--- src/rtl/armaria_pkg.sv ---
// Shared architectural constants: stack windows, trap vector and the
// pc_sp_bank sequencer state encoding.
package armaria_pkg;

    localparam int unsigned KERNEL_STACK_TOP    = 4096;
    localparam int unsigned KERNEL_STACK_BOTTOM = 6143;
    localparam int unsigned USER_STACK_TOP      = 6144;
    localparam int unsigned USER_STACK_BOTTOM   = 8191;
    localparam int unsigned TRAP_VECTOR         = 2;

    typedef logic [1:0] state_t;

    localparam state_t ST_RUN         = 2'd0;
    localparam state_t ST_TRAP_ENTER  = 2'd1;
    localparam state_t ST_TRAP_VECTOR = 2'd2;

endpackage

--- src/rtl/pc_sp_bank_if.sv ---
// Decode/address-handler side bundle of pc_sp_bank.
// stack_fault exists only when PC_SP_BANK_STACK_GUARD_EN is defined.
interface pc_sp_bank_if #(
    parameter int ADDR_WIDTH = 32,
    parameter int DATA_WIDTH = 32
);
    logic                  enable;
    logic [ADDR_WIDTH-1:0] next_PC;
    logic [DATA_WIDTH-1:0] next_SP;
    logic                  swi;
    logic                  eret;
    logic                  irq;
    logic [ADDR_WIDTH-1:0] current_PC;
    logic [DATA_WIDTH-1:0] current_SP;
    logic                  is_kernel;
    logic [ADDR_WIDTH-1:0] epc;
    logic                  irq_ack;
    logic                  busy;
`ifdef PC_SP_BANK_STACK_GUARD_EN
    logic                  stack_fault;
`endif

    modport master (
        output enable, next_PC, next_SP, swi, eret, irq,
`ifdef PC_SP_BANK_STACK_GUARD_EN
        input  stack_fault,
`endif
        input  current_PC, current_SP, is_kernel, epc, irq_ack, busy
    );

    modport slave (
        input  enable, next_PC, next_SP, swi, eret, irq,
`ifdef PC_SP_BANK_STACK_GUARD_EN
        output stack_fault,
`endif
        output current_PC, current_SP, is_kernel, epc, irq_ack, busy
    );

endinterface

--- src/rtl/sp_bank_guard.sv ---
// Steers an SP write into the active bank; with PC_SP_BANK_STACK_GUARD_EN
// out-of-window writes are dropped. The violation flag is always produced.
module sp_bank_guard
    import armaria_pkg::*;
#(
    parameter int DATA_WIDTH = 32
) (
    input  logic                  is_kernel_i,
    input  logic                  wr_i,
    input  logic [DATA_WIDTH-1:0] sp_i,
    output logic                  kernel_we_o,
    output logic                  user_we_o,
    output logic                  violation_o
);
    logic in_kernel_win;
    logic in_user_win;
    logic in_active_win;
    logic wr_allowed;

    assign in_kernel_win = (sp_i >= DATA_WIDTH'(KERNEL_STACK_TOP)) &&
                           (sp_i <= DATA_WIDTH'(KERNEL_STACK_BOTTOM));
    assign in_user_win   = (sp_i >= DATA_WIDTH'(USER_STACK_TOP)) &&
                           (sp_i <= DATA_WIDTH'(USER_STACK_BOTTOM));
    assign in_active_win = is_kernel_i ? in_kernel_win : in_user_win;
    assign violation_o   = wr_i && !in_active_win;

`ifdef PC_SP_BANK_STACK_GUARD_EN
    assign wr_allowed = wr_i && in_active_win;
`else
    assign wr_allowed = wr_i;
`endif

    // The inactive bank is never written.
    assign kernel_we_o = wr_allowed && is_kernel_i;
    assign user_we_o   = wr_allowed && !is_kernel_i;

endmodule

--- src/rtl/pc_sp_bank.sv ---
// Architectural PC, banked kernel/user SP and privilege mode, with trap entry/return.
// Build option PC_SP_BANK_STACK_GUARD_EN: stack-window check and sticky stack_fault.
module pc_sp_bank
    import armaria_pkg::*;
#(
    parameter int ADDR_WIDTH = 32,
    parameter int DATA_WIDTH = 32
) (
    input logic         clock,
    input logic         reset,
    pc_sp_bank_if.slave bus
);
    state_t                state_q, state_d;
    logic [ADDR_WIDTH-1:0] pc_q, pc_d;
    logic [ADDR_WIDTH-1:0] epc_q, epc_d;
    logic [DATA_WIDTH-1:0] kernel_sp_q, user_sp_q;
    logic                  is_kernel_q, is_kernel_d;
    logic                  saved_mode_q, saved_mode_d;
    logic                  irq_ack_q, irq_ack_d;
    logic                  sp_wr;
    logic                  kernel_we, user_we;
    logic                  range_violation;

    sp_bank_guard #(.DATA_WIDTH(DATA_WIDTH)) u_guard (
        .is_kernel_i (is_kernel_q),
        .wr_i        (sp_wr),
        .sp_i        (bus.next_SP),
        .kernel_we_o (kernel_we),
        .user_we_o   (user_we),
        .violation_o (range_violation)
    );

    always_comb begin
        // NOTE: every next-state signal gets a hold default first so no latch is inferred.
        state_d      = state_q;
        pc_d         = pc_q;
        epc_d        = epc_q;
        is_kernel_d  = is_kernel_q;
        saved_mode_d = saved_mode_q;
        irq_ack_d    = 1'b0;
        sp_wr        = 1'b0;
        case (state_q)
            ST_RUN: begin
                if (bus.enable) begin
                    sp_wr = 1'b1;
                    // In kernel mode swi is a plain advance and irq stays pending.
                    if (!is_kernel_q && (bus.swi || bus.irq)) begin
                        epc_d        = bus.next_PC;
                        saved_mode_d = is_kernel_q;
                        irq_ack_d    = 1'b1;
                        state_d      = ST_TRAP_ENTER;
                    end else if (is_kernel_q && !bus.swi && bus.eret) begin
                        pc_d        = epc_q;
                        is_kernel_d = saved_mode_q;
                    end else begin
                        pc_d = bus.next_PC;
                    end
                end
            end
            ST_TRAP_ENTER: begin
                is_kernel_d = 1'b1;
                state_d     = ST_TRAP_VECTOR;
            end
            ST_TRAP_VECTOR: begin
                pc_d    = ADDR_WIDTH'(TRAP_VECTOR);
                state_d = ST_RUN;
            end
            default: state_d = ST_RUN;
        endcase
    end

    // NOTE: sequential state uses non-blocking assignments so all registers update together.
    always_ff @(posedge clock) begin
        if (!reset) begin
            state_q      <= ST_RUN;
            pc_q         <= '0;
            epc_q        <= '0;
            kernel_sp_q  <= DATA_WIDTH'(KERNEL_STACK_BOTTOM);
            user_sp_q    <= DATA_WIDTH'(USER_STACK_BOTTOM);
            is_kernel_q  <= 1'b1;
            saved_mode_q <= 1'b1;
            irq_ack_q    <= 1'b0;
        end else begin
            state_q      <= state_d;
            pc_q         <= pc_d;
            epc_q        <= epc_d;
            is_kernel_q  <= is_kernel_d;
            saved_mode_q <= saved_mode_d;
            irq_ack_q    <= irq_ack_d;
            if (kernel_we) kernel_sp_q <= bus.next_SP;
            if (user_we)   user_sp_q   <= bus.next_SP;
        end
    end

`ifdef PC_SP_BANK_STACK_GUARD_EN
    logic stack_fault_q;

    always_ff @(posedge clock) begin
        if (!reset) stack_fault_q <= 1'b0;
        else if (range_violation) stack_fault_q <= 1'b1;
    end

    assign bus.stack_fault = stack_fault_q;
`else
    logic unused_range_violation;
    assign unused_range_violation = range_violation;
`endif

    assign bus.current_PC = pc_q;
    assign bus.current_SP = is_kernel_q ? kernel_sp_q : user_sp_q;
    assign bus.is_kernel  = is_kernel_q;
    assign bus.epc        = epc_q;
    assign bus.irq_ack    = irq_ack_q;
    assign bus.busy       = (state_q != ST_RUN);

endmodule

--- src/flat_wrapper.sv ---
// flat-port wrapper written by rule: the top's interface ports become plain ports
module pc_sp_bank_flat import armaria_pkg::*;
#(
    parameter int ADDR_WIDTH = 32,
    parameter int DATA_WIDTH = 32
)
  (clock, reset, bus_enable, bus_next_PC, bus_next_SP, bus_swi, bus_eret, bus_irq, bus_current_PC, bus_current_SP, bus_is_kernel, bus_epc, bus_irq_ack, bus_busy);
  pc_sp_bank_if #(.ADDR_WIDTH(ADDR_WIDTH), .DATA_WIDTH(DATA_WIDTH)) bus_i ();
  input logic clock;
  input logic reset;
  input wire logic [$bits(bus_i.enable)-1:0] bus_enable;
  input wire logic [$bits(bus_i.next_PC)-1:0] bus_next_PC;
  input wire logic [$bits(bus_i.next_SP)-1:0] bus_next_SP;
  input wire logic [$bits(bus_i.swi)-1:0] bus_swi;
  input wire logic [$bits(bus_i.eret)-1:0] bus_eret;
  input wire logic [$bits(bus_i.irq)-1:0] bus_irq;
  output wire logic [$bits(bus_i.current_PC)-1:0] bus_current_PC;
  output wire logic [$bits(bus_i.current_SP)-1:0] bus_current_SP;
  output wire logic [$bits(bus_i.is_kernel)-1:0] bus_is_kernel;
  output wire logic [$bits(bus_i.epc)-1:0] bus_epc;
  output wire logic [$bits(bus_i.irq_ack)-1:0] bus_irq_ack;
  output wire logic [$bits(bus_i.busy)-1:0] bus_busy;
  assign bus_i.enable = bus_enable;
  assign bus_i.next_PC = bus_next_PC;
  assign bus_i.next_SP = bus_next_SP;
  assign bus_i.swi = bus_swi;
  assign bus_i.eret = bus_eret;
  assign bus_i.irq = bus_irq;
  assign bus_current_PC = bus_i.current_PC;
  assign bus_current_SP = bus_i.current_SP;
  assign bus_is_kernel = bus_i.is_kernel;
  assign bus_epc = bus_i.epc;
  assign bus_irq_ack = bus_i.irq_ack;
  assign bus_busy = bus_i.busy;
  pc_sp_bank #(.ADDR_WIDTH(ADDR_WIDTH), .DATA_WIDTH(DATA_WIDTH)) u_core (.clock(clock), .reset(reset), .bus(bus_i));
endmodule
--- config.mk ---
export PLATFORM = sky130hd
export DESIGN_NAME = pc_sp_bank_flat
export DESIGN_NICKNAME = d
export VERILOG_FILES = /design/src/rtl/armaria_pkg.sv /design/src/rtl/pc_sp_bank_if.sv /design/src/rtl/sp_bank_guard.sv /design/src/rtl/pc_sp_bank.sv /design/src/flat_wrapper.sv
export SDC_FILE = /design/constraint.sdc
export NUM_CORES = 1
export LEC_CHECK = 0
export CELL_PAD_IN_SITES_DETAIL_PLACEMENT = 1
export CELL_PAD_IN_SITES_GLOBAL_PLACEMENT = 1
export CORE_MARGIN = 1.5
export CORE_UTILIZATION = 38
export CTS_BUF_LIST = sky130_fd_sc_hd__clkbuf_4
export DETAILED_ROUTE_END_ITERATION = 8
export GPL_TIMING_DRIVEN = 0
export PLACE_DENSITY = 0.9
export SLEW_MARGIN = 20
export SYNTH_ARGS = -nofsm -noshare
export SYNTH_HDL_FRONTEND = slang
export SYNTH_SLANG_ARGS = --single-unit
--- constraint.sdc ---
create_clock -name clock -period 4.1 [get_ports clock]
set_input_delay 0.82 -clock clock [delete_from_list [all_inputs] [get_ports clock]]
set_output_delay 0.82 -clock clock [all_outputs]
set_load 0.05 [all_outputs]
==> impl_metrics.env <==
# physical design summary
export IMPL_grtUsageMet2=0.458
export IMPL_tapCellCount=184
export IMPL_cap_violations=0
export IMPL_cts_tree="built"
export IMPL_area_share_clock_buf_inv=0.0333
export IMPL_ff_type="dfxtp_1"
export IMPL_combPwrFrac=0.173
export IMPL_wl_per_cell_um=18.6
export IMPL_crit_type="register to primary output"
export IMPL_wl_met2_um=9710
export IMPL_nonClkBufAreaFrac=0.251
export IMPL_place_inst=974
export IMPL_synth_simple_area_share=0.199
export IMPL_htreeDepth=4
export IMPL_largest_cell_class="sequential cells"
export IMPL_core_area_mm2=0.0144
export IMPL_vias=5228
export IMPL_comb_area_share=0.341
export IMPL_yosysTopAreaCellShare=0.478
export IMPL_ant_nets=0
export IMPL_cts_setup_buffers=0
export IMPL_dp_slack_ns=0.889
export IMPL_clock_power_mw=0.842
export IMPL_antenna_found_initial=0
export IMPL_holdCritPathClass="register to register"
export IMPL_min_to="u_core.user_sp_q[13]"
export IMPL_synth_edff_count=0
export IMPL_min_from="u_core.user_sp_q[13]"
export IMPL_hpwl_um=13900
export IMPL_reg2reg_to="u_core.bus.current_PC[7]"
export IMPL_placed_area_mm2=0.00748
export IMPL_fin_nets=879
export IMPL_cts_resized=0
export IMPL_hold_depth=2
export IMPL_grt_max_degree=17
export IMPL_area_leaders="dfxtp_1 48%, nand2_1 15%, mux2i_1 11%"
export IMPL_power_frac_clock=0.318
export IMPL_yosysUniqueCellTypes=29
export IMPL_syn_area_per_cell_um2=8.95
export IMPL_final_layout_top_logic_cells="225 x nand2_1, 168 x clkdlybuf4s50_1, 133 x dfxtp_1, 63 x mux2i_1, 39 x a21boi_0"
export IMPL_synthTopCellsByCount="225 x nand2_1, 133 x dfxtp_1, 63 x mux2i_1, 39 x a21boi_0"
export IMPL_critPathCaptureType="primary output"
export IMPL_slew_viol_final=0
export IMPL_dieArea_mm2=0.0154
export IMPL_register_area_mm2=0.00266
export IMPL_syn_to_final_growth_pct=39.0
export IMPL_sh_seq_area=0.344
export IMPL_ios=169
export IMPL_busiest_layer="met2"
export IMPL_final_comb_area_mm2=0.00264
export IMPL_io_buffers=168
export IMPL_cp_cell_sequence="buf_2 -> buf_1 -> mux2_2 -> clkdlybuf4s50_1"
export IMPL_stdcell_area_mm2=0.00773
export IMPL_met3_length_um=984
export IMPL_cts_root_buf="clkbuf_4"
export IMPL_status="completed"
export IMPL_dr_pass1_iters=4
export IMPL_whs_ns=0.471
export IMPL_finClkSkew_ns=0.0134
export IMPL_p_total_mw=2.65
export IMPL_finalCritPeriodShare=0.924
export IMPL_ys_area_mm2=0.00557
export IMPL_r2r_slack_ns=1.96
export IMPL_cp_arrival_ns=2.97
export IMPL_p_sw_frac=0.293
export IMPL_top_layer_used="met4"
export IMPL_die_h_um=124
export IMPL_slowest_delay_ns=0.73
export IMPL_cts_buffers_inserted=17
export IMPL_rsz0062_at_grt="false"
export IMPL_ys_warn_count=0
export IMPL_tns_ns=0
export IMPL_fill_cells=1704
export IMPL_drt_iter0_markers=216
export IMPL_drt_wl_total_um=18700
export IMPL_async_reset_ff_frac=0
export IMPL_worst_pin_slew_ns=0.829
export IMPL_drive_above_1_share=0.0985
export IMPL_setup_violations_final=0
export IMPL_rr_worst_depth=5
export IMPL_ys_sh_mux=0.180
export IMPL_hold_viol=0
export IMPL_period_needed_ns=3.79
export IMPL_num_antenna_cells=0
export IMPL_intPower_mw=1.87
export IMPL_syn_nets=692
export IMPL_clock_buffers=19
export IMPL_die_width_um=124
export IMPL_cp_depth=4
export IMPL_fp_util=0.386
export IMPL_required_ns=3.28
export IMPL_cp_buffers_inverters=3
export IMPL_grtUsageMet3=0.0678
export IMPL_timing_rr_start="u_core.bus.is_kernel"
export IMPL_hold_buffers=0
export IMPL_pg_comb_mw=0.459
export IMPL_met1_usage=0.272
export IMPL_grt_pass1_vias=5762
export IMPL_grt_ovfl_total=0
export IMPL_n_all_inverters=0
export IMPL_power_leader="sequential cells"
export IMPL_nFlopsAndLatches=133
export IMPL_clkTransAtPathRegs_ns=0.11
export IMPL_viasPerCell=5.20
export IMPL_syn_area_mm2=0.00557
export IMPL_ir_worst_vdd_v=0.000178
export IMPL_critPathCapture="bus_current_SP[26]"
export IMPL_power_leakage_nw=3.00
export IMPL_power_density_mw_per_mm2=343
export IMPL_track_usage=0.248
export IMPL_ys_sh_adder=0
export IMPL_synthCells=622
export IMPL_drc=0
Cells coloured by class:
Drawn at 4 px/um.
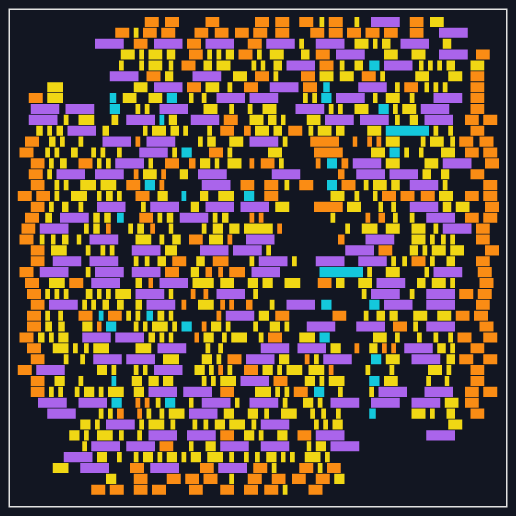
[yellow] combinational and other logic | cells: 439 | share of their area: 35%
[orange] other buffers and delay cells | cells: 218 | share of their area: 26%
[purple] flops | cells: 133 | share of their area: 35%
[cyan] clock drivers and dummy loads | cells: 32 | share of their area: 3.4%

Placement view:
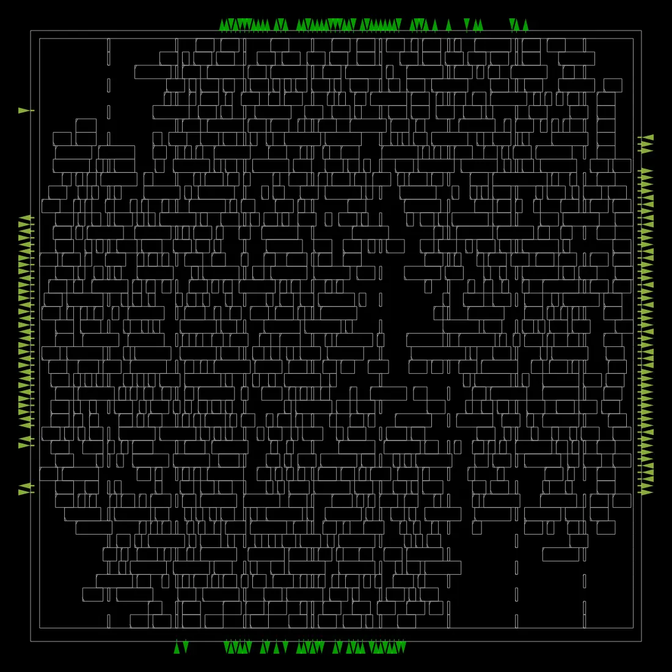
final std cells w/o fill: 1006
Layout Utilization: 0.536

Register map, names as in the netlist:
Drawn at 3 px/um. Other sequential cells in the stronger grey, the rest of the logic in the fainter grey.
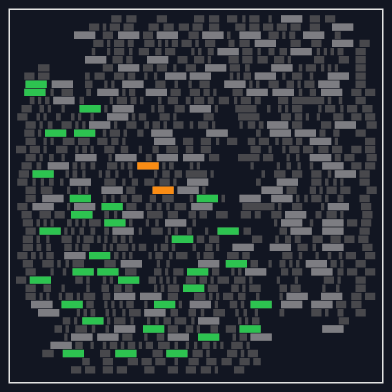
[green] u_core.user_sp_q | placed flops: 32
[orange] u_core.state_q | placed flops: 2

Met3 routing:
Drawn at 2 px/um. Cells faint in the background.
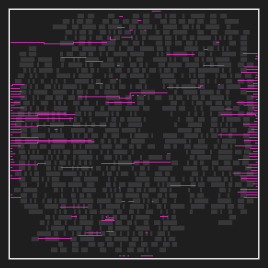
main direction: horizontal
wire length on this layer: 985 um
longest straight run: 40.2 um

Cells by drive strength:
Drawn at 3 px/um.
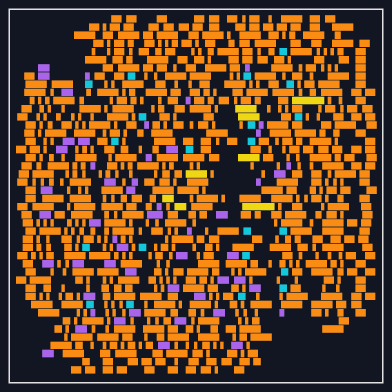
[yellow] _6 and larger | cells: 8 | most used: buf_12
[orange] _0 and _1 cells | cells: 741 | most used: nand2_1
[purple] _2 cells | cells: 52 | most used: mux2_2
[cyan] _3 and _4 cells | cells: 21 | most used: clkbuf_4

